--- src/rtl/sb_txn_capture.sv ---
// -----------------------------------------------------------------------------
// sb_txn_capture
//
// Passive capture stage that feeds the scoreboard subscribers. It watches one
// valid/ready port of the DUT. Each transfer is stamped with the cycle
// timestamp and a sequence number, then stored in a show-ahead FIFO that the
// monitor drains at its own pace. An overflow is always recorded: drop_cnt
// counts the dropped transfers, and the next stored entry carries out_gap=1.
//
// Handshake semantics (snooped and output side alike): a beat moves in a cycle
// where valid and ready are both 1 at the rising edge. valid may be asserted
// without waiting for ready. On the output side, out_* stay stable while
// out_valid=1 and out_ready=0. out_ready while empty is ignored.
//
// Ports
//   clk        : single clock, rising edge
//   rst        : synchronous, active-high reset
//   enable     : 1 = capture transfers, 0 = ignore the snooped port
//   flush      : pulse, discard all FIFO contents (wins over push/pop)
//   mon_valid  : snooped DUT valid
//   mon_ready  : snooped DUT ready
//   mon_data   : snooped DUT payload
//   out_valid  : FIFO head entry present
//   out_ready  : monitor accepts the head entry
//   out_data   : head payload            (0 while empty)
//   out_ts     : head timestamp          (0 while empty)
//   out_seq    : head sequence number    (0 while empty)
//   out_gap    : transfers were dropped just before this entry (0 while empty)
//   level      : FIFO occupancy
//   drop_cnt   : dropped transfers, saturating
//   dbg_state  : control FSM state (0 IDLE, 1 RUN, 2 FLUSH)
// -----------------------------------------------------------------------------
module sb_txn_capture #(
  parameter int DATA_W = 32,
  parameter int DEPTH  = 16,
  parameter int TS_W   = 32,
  parameter int SEQ_W  = 16,
  parameter int DROP_W = 16,
  localparam int PTR_W = $clog2(DEPTH),
  localparam int LVL_W = PTR_W + 1
) (
  input  logic              clk,
  input  logic              rst,
  input  logic              enable,
  input  logic              flush,
  input  logic              mon_valid,
  input  logic              mon_ready,
  input  logic [DATA_W-1:0] mon_data,
  output logic              out_valid,
  input  logic              out_ready,
  output logic [DATA_W-1:0] out_data,
  output logic [TS_W-1:0]   out_ts,
  output logic [SEQ_W-1:0]  out_seq,
  output logic              out_gap,
  output logic [LVL_W-1:0]  level,
  output logic [DROP_W-1:0] drop_cnt,
  output logic [1:0]        dbg_state
);

  typedef enum logic [1:0] {
    ST_IDLE  = 2'd0,
    ST_RUN   = 2'd1,
    ST_FLUSH = 2'd2
  } state_t;

  state_t r_state;

  logic [TS_W-1:0]   r_ts;
  logic [SEQ_W-1:0]  r_seq;
  logic [DROP_W-1:0] r_drop_cnt;
  logic              r_gap_pend;
  logic [PTR_W-1:0]  r_wr_ptr;
  logic [PTR_W-1:0]  r_rd_ptr;
  logic [LVL_W-1:0]  r_level;

  logic [DATA_W-1:0] r_mem_data [DEPTH];
  logic [TS_W-1:0]   r_mem_ts   [DEPTH];
  logic [SEQ_W-1:0]  r_mem_seq  [DEPTH];
  logic              r_mem_gap  [DEPTH];

  logic w_xfer;
  logic w_not_empty;
  logic w_full;
  logic w_pop_req;
  logic w_free;
  logic w_push;
  logic w_pop;
  logic w_drop;

  assign w_xfer      = enable & mon_valid & mon_ready;
  assign w_not_empty = (r_level != '0);
  assign w_full      = (r_level == LVL_W'(DEPTH));
  assign w_pop_req   = w_not_empty & out_ready;
  // A pop in the same cycle frees the slot a full FIFO needs.
  assign w_free      = ~w_full | w_pop_req;
  // Flush overrides both directions; an xfer during flush is counted as lost.
  assign w_push      = w_xfer & w_free & ~flush;
  assign w_pop       = w_pop_req & ~flush;
  assign w_drop      = w_xfer & (~w_free | flush);

  // Payload storage carries no reset; the outputs are gated while empty.
  always_ff @(posedge clk) begin
    if (w_push) begin
      r_mem_data[r_wr_ptr] <= mon_data;
      r_mem_ts[r_wr_ptr]   <= r_ts;
      r_mem_seq[r_wr_ptr]  <= r_seq;
      r_mem_gap[r_wr_ptr]  <= r_gap_pend;
    end
  end

  always_ff @(posedge clk) begin
    if (rst) begin
      r_ts       <= '0;
      r_seq      <= '0;
      r_drop_cnt <= '0;
      r_gap_pend <= 1'b0;
      r_wr_ptr   <= '0;
      r_rd_ptr   <= '0;
      r_level    <= '0;
    end else begin
      r_ts <= r_ts + TS_W'(1);

      if (w_xfer) begin
        r_seq <= r_seq + SEQ_W'(1);
      end

      if (w_drop && (r_drop_cnt != '1)) begin
        r_drop_cnt <= r_drop_cnt + DROP_W'(1);
      end

      if (flush) begin
        r_wr_ptr   <= '0;
        r_rd_ptr   <= '0;
        r_level    <= '0;
        // Discarded entries or a lost xfer both leave a hole in the stream.
        r_gap_pend <= r_gap_pend | w_not_empty | w_xfer;
      end else begin
        if (w_push) begin
          r_wr_ptr <= r_wr_ptr + PTR_W'(1);
        end
        if (w_pop) begin
          r_rd_ptr <= r_rd_ptr + PTR_W'(1);
        end
        case ({w_push, w_pop})
          2'b10:   r_level <= r_level + LVL_W'(1);
          2'b01:   r_level <= r_level - LVL_W'(1);
          default: r_level <= r_level;
        endcase
        if (w_push) begin
          r_gap_pend <= 1'b0;
        end else if (w_drop) begin
          r_gap_pend <= 1'b1;
        end
      end
    end
  end

  // Control FSM: tracks the operating mode; FLUSH lasts exactly one cycle
  // unless flush is held.
  always_ff @(posedge clk) begin
    if (rst) begin
      r_state <= ST_IDLE;
    end else begin
      case (r_state)
        ST_IDLE, ST_RUN, ST_FLUSH: begin
          if (flush) begin
            r_state <= ST_FLUSH;
          end else if (enable) begin
            r_state <= ST_RUN;
          end else begin
            r_state <= ST_IDLE;
          end
        end
        default: r_state <= ST_IDLE;
      endcase
    end
  end

  assign dbg_state = r_state;
  assign out_valid = w_not_empty;
  assign out_data  = w_not_empty ? r_mem_data[r_rd_ptr] : '0;
  assign out_ts    = w_not_empty ? r_mem_ts[r_rd_ptr]   : '0;
  assign out_seq   = w_not_empty ? r_mem_seq[r_rd_ptr]  : '0;
  assign out_gap   = w_not_empty ? r_mem_gap[r_rd_ptr]  : 1'b0;
  assign level     = r_level;
  assign drop_cnt  = r_drop_cnt;

endmodule
--- config.mk ---
export PLATFORM = sky130hd
export DESIGN_NAME = sb_txn_capture
export DESIGN_NICKNAME = d
export VERILOG_FILES = /design/src/rtl/sb_txn_capture.sv
export SDC_FILE = /design/constraint.sdc
export NUM_CORES = 1
export LEC_CHECK = 0
export CELL_PAD_IN_SITES_DETAIL_PLACEMENT = 1
export CELL_PAD_IN_SITES_GLOBAL_PLACEMENT = 1
export CORE_MARGIN = 2
export CORE_UTILIZATION = 57
export CTS_CLUSTER_DIAMETER = 50
export CTS_CLUSTER_SIZE = 24
export DETAILED_ROUTE_END_ITERATION = 6
export DONT_BUFFER_PORTS = 1
export PLACE_DENSITY = 0.83
export RECOVER_POWER = 100
export SKIP_LAST_GASP = 1
export SLEW_MARGIN = 20
export SYNTH_ARGS = -nofsm -noshare
export SYNTH_HDL_FRONTEND = slang
export SYNTH_SLANG_ARGS = --single-unit
export TNS_END_PERCENT = 100
--- constraint.sdc ---
create_clock -name clk -period 24.8 [get_ports clk]
set_input_delay 4.96 -clock clk [delete_from_list [all_inputs] [get_ports clk]]
set_output_delay 4.96 -clock clk [all_outputs]
set_load 0.1 [all_outputs]
run_1/met1.png
Bar = 100 um. Cells faint in the background.
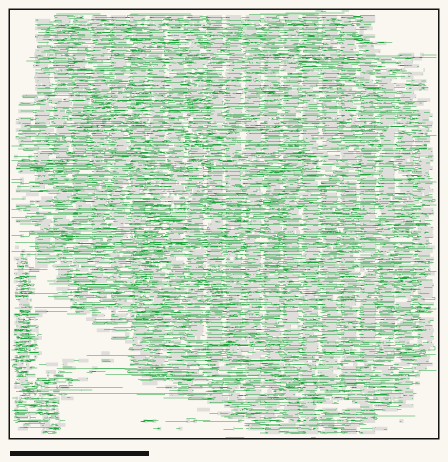
nets with wire on the layer	2540
wire length on this layer	50.7 mm
longest straight run	90.2 um
total wire length after detailed routing: 134000 um
number of vias in the routed layout: 26.3k
Global Route met1 Usage: 38.9%

run_1/met2.png
Bar = 100 um. Cells faint in the background.
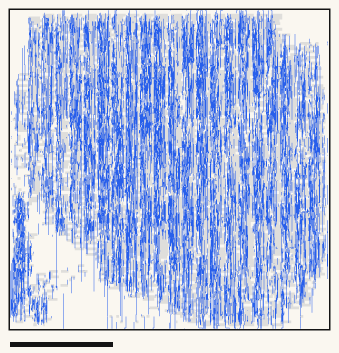
share of all routed wire	51%
longest straight run	160 um
nets with wire on the layer	2487
wire length on this layer	68.2 mm
main direction	vertical
GR Util met2: 48.5%

run_1/met3.png
Bar = 100 um. Cells faint in the background.
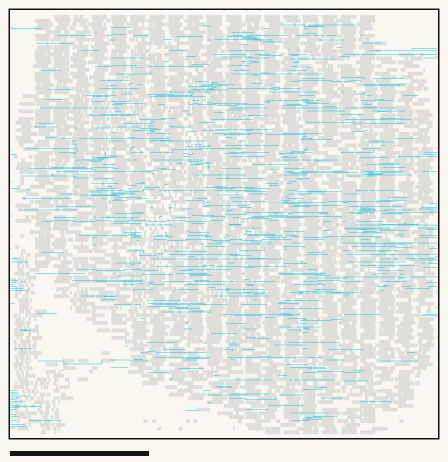
nets with wire on the layer	396
share of all routed wire	8.4%
longest straight run	70.1 um
main direction	horizontal
wire length on this layer	11200 um
GR Util met3: 5.55%

run_1/met4.png
Bar = 100 um.
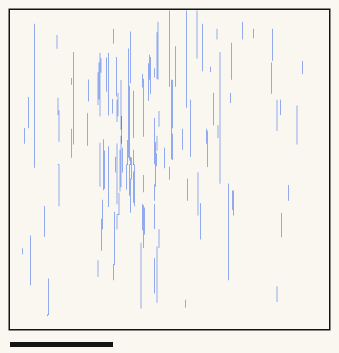
main direction	vertical
longest straight run	139 um
wire length on this layer	4070 um

==> impl_report.txt, run 1 <==
RUN METRICS
----------------------------------------------------
[Run status]
  Run status ........................ finished, violations left
  Violated checks ........................ max-capacitance violations, max-slew violations

[Final layout]
  Number of nets in the layout ........................ 2601
  Layout cell share with drive strength beyond 1 ........................ 23.5%
  Tally of non-filler cells in the final layout ........................ 3839
  Core utilization of the finished layout ........................ 64.2%
  Synthesis-to-finish area growth ........................ 11.5%
  Antenna fix cells ........................ 0
  Number of fill cells in the layout ........................ 7374
  Total non-filler cell area in the finished layout ........................ 58900 um2

[Routing]
  Per-cell routed wire length ........................ 35.0 um
  First-pass iteration count of the detailed router ........................ 5
  Antenna Violating Nets Remaining ........................ 0
  Via/cell ratio ........................ 6.84
  Number of remaining DRC errors ........................ 0
  Number of violations reported at the end of detailed-routing iteration 0 ........................ 3245

[Run]
  Tool warnings ........................ 35
  Max-cap violations ........................ 76

[Critical path]
  Depth of the most critical reg-to-reg path ........................ 7
  Reg-to-reg slack, setup ........................ 14.34 ns
  Largest fanout on the critical path ........................ 37
  Endpoint required time on the critical path ........................ 19.84 ns
  Sort of element at the end of the critical path ........................ output pin
  Timing startpoint of the critical path ........................ level[1]
  Worst setup path category ........................ flip-flop to output pin
  Worst reg2reg path endpoint ........................ r_mem_data[8][21]
  Arrival time at the worst endpoint ........................ 9.67 ns
  Kind of launch point of the worst setup path ........................ flip-flop
  Worst r2r src ........................ level[1]

[Yosys]
  Chip area in the Yosys report ........................ 52800 um2
  Mapped Avg Cell Area ........................ 21.7 um2
  Number of instances in the synthesized netlist ........................ 2437
  Top non-seq family ........................ multiplexers
  XOR Share, Synth ........................ 0.830%
  Cell Type Count ........................ 49
  Post-synthesis async set-or-reset flop share ........................ 0%
  Simple-gate area share of the yosys netlist ........................ 2.28%
  Post-synthesis sequential element count ........................ 1380
  Dominant flop cell ........................ sky130_fd_sc_hd__edfxtp_1
  Cell area after synthesis ........................ 52800 um2
  Sequential area share after synthesis ........................ 76.9%
  Yosys warning count ........................ 0
  Yosys cell count ........................ 2437
  Portion of synthesized cell area occupied by the leading cell type ........................ 73.7%
  Synthesized-area fraction occupied by ao, oa, aoi and oai cells ........................ 1.51%
  Leading cell types by total area after synthesis ........................ sky130_fd_sc_hd__edfxtp_1 (74%), sky130_fd_sc_hd__mux4_2 (14%), sky130_fd_sc_hd__dfxtp_1 (3.2%)
  Cell type with the largest total area after synthesis ........................ sky130_fd_sc_hd__edfxtp_1
  Count of library flops with an enable pin ........................ 1296
  Post-Synth Adder-Cell Area ........................ 0.284%
  Number of nets produced by synthesis ........................ 2488
  Mux share ........................ 17.1%

[Power]
  Maximum resistive drop on vdd ........................ 0.0606 mV
  Pwr per Cell Area ........................ 78.4 nW/um2
  Leak Pwr ........................ 17.9 nW

[Final timing]
  Least-Margin Pin Slew ........................ 4.56 ns
  Shortest period the worst path allows ........................ 14.63 ns
  Worst Skew ........................ 0.0392 ns
  Relative slew slack ........................ -204%
  Number of hold violations in the final report ........................ 0
  Crit share post-route ........................ 59.0%
  Final setup fails ........................ 0
  Peak Freq ........................ 68.3 MHz
  Unrepaired setup endpoints after global routing ........................ no
  Sum of negative setup slack ........................ 0 ns
  Max-slew violation total from the final report ........................ 1503

[Placement]
  Placement-stage cell area ........................ 55200 um2
  Detail Placement HPWL ........................ 65100 um
  # port buffers ........................ 0
  RePlAce Congestion ........................ 0.737
  Post-Place Cells ........................ 3604

[GRT]
  Wire length of the first global-routing pass ........................ 197000 um
  Pin count of the biggest net entering global routing ........................ 157
  Grt total ovfl ........................ 0
  Initial antenna violation count ........................ 1
  Global router's overall resource usage ........................ 29.0%
  Via count of the first global-routing pass ........................ 28.1k

[Die]
  # rows ........................ 111
  Floorplan core area ........................ 91700 um2
  Die H ........................ 308 um
  Die Area ........................ 95000 um2
  Fp util ........................ 57.6%
  Io pins ........................ 144
  Width of the chip ........................ 308 um

[CTS]
  CTS root buffer ........................ sky130_fd_sc_hd__clkbuf_16
  Depth of the CTS H-tree ........................ 4
  Number of resized instances in the post-cts repair step ........................ 0
  CTS tree ........................ built
  Number of buffers inserted by post-CTS setup repair ........................ 0
  Clock transition at the register clock pins on the worst setup and hold paths after CTS ........................ 0.06 ns
  TritonCTS buffer count ........................ 130
  CTS Sinks ........................ 1380
  Maximum clock path buffer count ........................ 3
  Hold_buf cts ........................ 0
  Clock latency on the worst-skew pair ........................ 0.75 ns

[Worst hold path]
  Startpoint of the lowest-slack hold path ........................ r_rd_ptr[1]
  Class of the most critical hold timing path ........................ flip-flop to flip-flop
  Cell depth of the worst min-delay path ........................ 2

----------------------------------------------------
-- run 1: worst max path at each step --
stage	cells after the start	slack, ns	to
3_5_place_dp	5	15.41	out_data[17]
5_1_grt	7	9.92	out_data[10]
2_1_floorplan	4	12.88	r_mem_data[3][0]
4_1_cts	5	14.57	out_data[22]
6_report	7	10.17	out_data[26]
3_3_place_gp	5	15.48	out_data[28]
-- run 1: sequential cells by signal (all words and copies together) (netlist names), 2 cells and up, named ones only --
name	cells
r_mem_data	512
level	5
dbg_state	2
r_mem_ts	512
r_rd_ptr	4
r_seq	16
r_mem_gap	16
drop_cnt	16
r_mem_seq	256
r_ts	32
r_wr_ptr	4
-- run 1: cell usage in the layout (no fill, tap or decap), drive strengths merged, types with 11 or more instances in the layout --
cell	n
edfxtp	1296
or3	11
nor3	14
nor4	13
nand3	30
clkbuf	207
xor2	31
a21oi	18
clkinv	36
nand4	19
xnor2	19
mux4	324
dfxtp	84
buf	49
inv	38
mux2i	164
clkinvlp	14
nand2	28
o21ai	11
ha	12
bufinv	11
o22ai	82
nor2	77
-- run 1: area by class of cell --
class                           count  area (um2)  area share (%)
Multi-Input combinational cell    918       11700            19.9
Inverter                           10        37.5          0.0638
Tap cell                         1186        1480            2.52
Clock inverter                     89         968            1.64
Clock buffer                      146        3400            5.77
Sequential cell                  1380       40600            69.0
Timing Repair Buffer              110         634            1.08
-- run 1: critical path, cell delays in order, from the launching register on --
cell	delay (ns)
sky130_fd_sc_hd__dfxtp_1	0.30
sky130_fd_sc_hd__clkbuf_1	0.62
sky130_fd_sc_hd__nor4_1	0.99
sky130_fd_sc_hd__nand2_1	0.13
sky130_fd_sc_hd__clkbuf_1	0.65
sky130_fd_sc_hd__nand2b_1	1.91
sky130_fd_sc_hd__clkbuf_1	2.40
sky130_fd_sc_hd__o22ai_1	1.87
-- run 1: synth_stat cells (all sizes together) (11+ instances only) --
cell type	n
a21oi	18
buf	52
clkbuf	77
dfxtp	84
edfxtp	1296
ha	12
mux2i	164
mux4	324
nand2	28
nand3	30
nand4	19
nor2	77
nor3	14
nor4	13
o21ai	11
o22ai	82
or3	11
xnor2	19
xor2	31
-- run 1: where the power goes --
part,internal [mW],switching (mW)
Clock,1.13,0.921
Sequential,2.53,0.00650
Combinational,0.00877,0.0232
-- run 1: through the flow --
step,hold WS [ns],worst slack (ns),power (mW)
floorplan,0.468,12.88,2.61
global placement,0.520,15.48,2.62
detailed placement,0.542,15.41,2.62
CTS,0.553,14.57,4.64
global route,0.595,9.92,4.72
finish,0.555,10.17,4.62
-- run 1: per-layer routing --
| metal | vias up | track usage [%] | share of wire, % |
|---|---|---|---|
| li1 | 10400 | - | - |
| met1 | 14000 | 38.9 | 38 |
| met2 | 1561 | 48.5 | 51 |
| met3 | 273 | 5.55 | 8.4 |
| met4 | 0 | 9.68 | 3.0 |
| met5 | - | 0 | 0 |
==> inputs of run 2 (changes only) <==
Settings changed: CORE_UTILIZATION 57 to 56, PLACE_DENSITY 0.83 to 0.82.
Clock period 24.8 ns to 13.77 ns, I/O delays scaled along.
run_2/met4.png
Bar = 100 um.
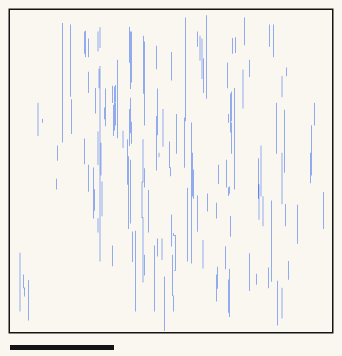
share of all routed wire	3.4%
main direction	vertical
total wire length after detailed routing: 139000 um
number of vias in the routed layout: 26.4k

==> run 2 against run 1 <==
Against the previous run: the flow still finishes with violations (max-capacitance violations, max-slew violations); non-clock buffer count increased by 4; wire length rose by 3.8%; clock-buffer cell count increased by 2; cell count up 1.9%; register-to-register slack worse by 8.9 ns; synthesized cell count stayed put; sequential cell count stayed put; critical path depth grew 1; critical endpoint is now out_seq[14].
==> impl_report.txt, run 2 <==
RUN METRICS
----------------------------------------------------
[Routing]
  Per-cell routed wire length ........................ 35.6 um (+1.9%)
  First-pass iteration count of the detailed router ........................ 5 (unchanged)
  Number of remaining DRC errors ........................ 0 (unchanged)
  Via/cell ratio ........................ 6.76 (-1.3%)
  Antenna Violating Nets Remaining ........................ 0 (unchanged)
  Number of violations reported at the end of detailed-routing iteration 0 ........................ 3126 (-3.7%)

[Die]
  Fp util ........................ 56.5% (-1.0 points)
  Die Area ........................ 96700 um2 (+1.8%)
  Width of the chip ........................ 311 um (+0.88%)
  Die H ........................ 311 um (+0.88%)
  Floorplan core area ........................ 93300 um2 (+1.8%)
  Io pins ........................ 144 (unchanged)
  # rows ........................ 112 (+0.90%)

[CTS]
  Clock latency on the worst-skew pair ........................ 0.76 ns (about the same)
  Depth of the CTS H-tree ........................ 4 (unchanged)
  Number of resized instances in the post-cts repair step ........................ 0 (unchanged)
  CTS tree ........................ built
  CTS Sinks ........................ 1380 (unchanged)
  Clock transition at the register clock pins on the worst setup and hold paths after CTS ........................ 0.05 ns (about the same)
  CTS root buffer ........................ sky130_fd_sc_hd__clkbuf_16
  Maximum clock path buffer count ........................ 3 (unchanged)
  TritonCTS buffer count ........................ 130 (unchanged)
  Hold_buf cts ........................ 0 (unchanged)
  Number of buffers inserted by post-CTS setup repair ........................ 0 (unchanged)

[Yosys]
  Count of library flops with an enable pin ........................ 1296 (unchanged)
  Cell type with the largest total area after synthesis ........................ sky130_fd_sc_hd__edfxtp_1
  Chip area in the Yosys report ........................ 52800 um2 (unchanged)
  Post-synthesis sequential element count ........................ 1380 (unchanged)
  Portion of synthesized cell area occupied by the leading cell type ........................ 73.7% (unchanged)
  Commonest cells in the synthesized netlist ........................ sky130_fd_sc_hd__edfxtp_1 (1296), sky130_fd_sc_hd__mux4_2 (324), sky130_fd_sc_hd__mux2i_1 (164), sky130_fd_sc_hd__dfxtp_1 (84), sky130_fd_sc_hd__o22ai_1 (82)
  Cell area after synthesis ........................ 52800 um2 (unchanged)
  Cell Type Count ........................ 49 (unchanged)
  Number of instances in the synthesized netlist ........................ 2437 (unchanged)
  Library cell with the highest instance count after synthesis ........................ sky130_fd_sc_hd__edfxtp_1
  Mapped Avg Cell Area ........................ 21.7 um2 (unchanged)
  Yosys warning count ........................ 0 (unchanged)
  Number of nets produced by synthesis ........................ 2488 (unchanged)
  Yosys cell count ........................ 2437 (unchanged)
  Leading cell types by total area after synthesis ........................ sky130_fd_sc_hd__edfxtp_1 (74%), sky130_fd_sc_hd__mux4_2 (14%), sky130_fd_sc_hd__dfxtp_1 (3.2%)
  Dominant flop cell ........................ sky130_fd_sc_hd__edfxtp_1
  Post-synthesis async set-or-reset flop share ........................ 0% (unchanged)
  Sequential area share after synthesis ........................ 76.9% (unchanged)

[Final timing]
  Relative slew slack ........................ -217% (-13 points)
  Max-slew violation total from the final report ........................ 1453 (-3.3%)
  Number of hold violations in the final report ........................ 0 (unchanged)
  Minimum setup slack in the final design ........................ 3.45 ns (-6.71 ns)
  Shortest period the worst path allows ........................ 10.32 ns
  Hold Worst Slack ........................ 0.528 ns (-0.0266 ns)
  Crit share post-route ........................ 74.9%
  Peak Freq ........................ 96.9 MHz
  Worst Skew ........................ 0.0479 ns (+0.00874 ns)
  Final setup fails ........................ 0 (unchanged)
  Sum of negative setup slack ........................ 0 ns (unchanged)
  Least-Margin Pin Slew ........................ 4.75 ns (+0.191 ns)
  Unrepaired setup endpoints after global routing ........................ no

[GRT]
  Wire length of the first global-routing pass ........................ 205000 um (+4.1%)
  Layer with the highest usage after global routing ........................ met2
  Global router's overall resource usage ........................ 29.5% (+0.43 points)
  Pin count of the biggest net entering global routing ........................ 77 (-51%)
  Global Route met1 Usage ........................ 38.1% (-0.79 points)
  GR Util met2 ........................ 49.9% (+1.3 points)
  Via count of the first global-routing pass ........................ 28.5k (+1.6%)
  GR Util met3 ........................ 5.91% (+0.36 points)
  Grt total ovfl ........................ 0 (unchanged)
  Initial antenna violation count ........................ 1 (unchanged)

[Critical path]
  Arrival time at the worst endpoint ........................ 7.56 ns (-2.11 ns)
  Sort of element at the end of the critical path ........................ output pin
  Worst r2r src ........................ level[2]
  Endpoint required time on the critical path ........................ 11.02 ns (-8.82 ns)
  Largest fanout on the critical path ........................ 25 (-32%)
  Standard cell with the maximum stage delay on the critical path ........................ sky130_fd_sc_hd__nand2b_1
  Critical path, cell by cell ........................ clkbuf_1 > nor4_4 > nand2_1 > clkbuf_1 > nand2b_1 > clkbuf_1 > o22ai_2 > clkbuf_1
  Worst setup path category ........................ flip-flop to output pin
  Worst reg2reg path endpoint ........................ r_mem_data[5][7]
  Crit path top cell by count ........................ sky130_fd_sc_hd__clkbuf_1
  Reg-to-reg slack, setup ........................ 5.40 ns (-8.94 ns)
  Kind of launch point of the worst setup path ........................ flip-flop
  Depth of the most critical reg-to-reg path ........................ 7 (unchanged)
  Slowest cell delay on critical path ........................ 1.37 ns (-1.03 ns)

[Run]
  Tool warnings ........................ 31 (-11%)
  Max-cap violations ........................ 69 (-9.2%)

[Final layout]
  Antenna fix cells ........................ 0 (unchanged)
  Commonest cells after routing, fill and taps aside ........................ sky130_fd_sc_hd__edfxtp_1 (1296), sky130_fd_sc_hd__mux4_2 (324), sky130_fd_sc_hd__mux2i_1 (164), sky130_fd_sc_hd__clkbuf_16 (135), sky130_fd_sc_hd__dfxtp_1 (81)
  Total non-filler cell area in the finished layout ........................ 59200 um2 (+0.50%)
  Registers with the most flip-flops ........................ r_mem_data (512), r_mem_ts (512), r_mem_seq (256)
  Tally of non-filler cells in the final layout ........................ 3911 (+1.9%)
  Number of fill cells in the layout ........................ 7602 (+3.1%)
  Synthesis-to-finish area growth ........................ 12.1%
  Number of nets in the layout ........................ 2605 (+0.15%)
  Core utilization of the finished layout ........................ 63.4% (-0.83 points)
  Layout cell share with drive strength beyond 1 ........................ 24.3% (+0.75 points)
  Most common library cell in the layout ignoring fill and taps ........................ sky130_fd_sc_hd__edfxtp_1

[Worst hold path]
  Cell depth of the worst min-delay path ........................ 2 (unchanged)
  Class of the most critical hold timing path ........................ flip-flop to flip-flop
  Startpoint of the lowest-slack hold path ........................ r_rd_ptr[1]

[Placement]
  Post-Place Cells ........................ 3676 (+2.0%)
  # port buffers ........................ 0 (unchanged)
  Worst slack after detailed placement ........................ 6.90 ns (-8.51 ns)
  Detail Placement HPWL ........................ 67200 um (+3.2%)
  RePlAce Congestion ........................ 0.745 (+1.1%)
  Placement-stage cell area ........................ 55300 um2 (+0.17%)

[Run status]
  Run status ........................ finished, violations left
  Violated checks ........................ max-capacitance violations, max-slew violations

[Power]
  Maximum resistive drop on vdd ........................ 0.104 mV (+72%)
  Leak Pwr ........................ 18.1 nW (+1.3%)
  Total design power ........................ 8.42 mW (+82%)
  Pwr per Cell Area ........................ 142 nW/um2 (+82%)

----------------------------------------------------
-- run 2: layout make-up --
type | count | area, um2 | share of cell area, %
flip-flops and latches | 1380 | 40600 | 68.6
well taps | 1254 | 1570 | 2.65
repair buffers | 114 | 627 | 1.06
clock buffers | 148 | 3470 | 5.86
clock inverters | 87 | 1000 | 1.70
multi-input cells | 918 | 11800 | 20.0
inverters | 10 | 37.5 | 0.0634
-- run 2: how the worst max path moves through the flow --
stage	from	endpoint	slack [ns]	depth (start not counted)
6_report	level[2]	out_seq[14]	3.45	8
3_3_place_gp	flip-flop	out_data[0]	7.00	5
2_1_floorplan	flush	r_mem_data[3][0]	4.06	4
3_5_place_dp	flip-flop	out_data[11]	6.90	5
4_1_cts	flip-flop	out_data[11]	6.06	5
5_1_grt	level[2]	out_seq[14]	3.30	8
-- run 2: metal layers --
layer  vias to the layer above  routed length [um]
met4                         2                4760
met3                       306               11500
met1                     14000               51300
met5                         -                  13
met2                      1634               71700
li1                      10400                   -
-- run 2: cells by family (layout without fill, tap and decap cells) --
kind of cell,count (synthesis),count (layout),share of synthesized area (%)
xor+xnor,50,50,0.830
mux,495,495,17.1
flops,1380,1380,76.9
simple gates,233,233,2.28
fa+ha+maj,12,12,0.284
compound gates,128,128,1.51
buf+inv,139,359,1.09
-- run 2: critical path, delay by kind of cell (launching register included) --
family                 cells  cell delay, ns
and+or+nand+nor            3            1.63
AOI/OAI and AO/OA          1            0.47
buffers and inverters      4            4.39
DFF                        1            0.30
-- run 2: power breakdown --
group | switching [mW] | leakage, nW | internal (mW)
Clock | 1.71 | 2.16 | 2.09
Sequential | 0.0121 | 12.8 | 4.55
Combinational | 0.0421 | 3.08 | 0.0158
Power is estimated from default activity; no workload was simulated.
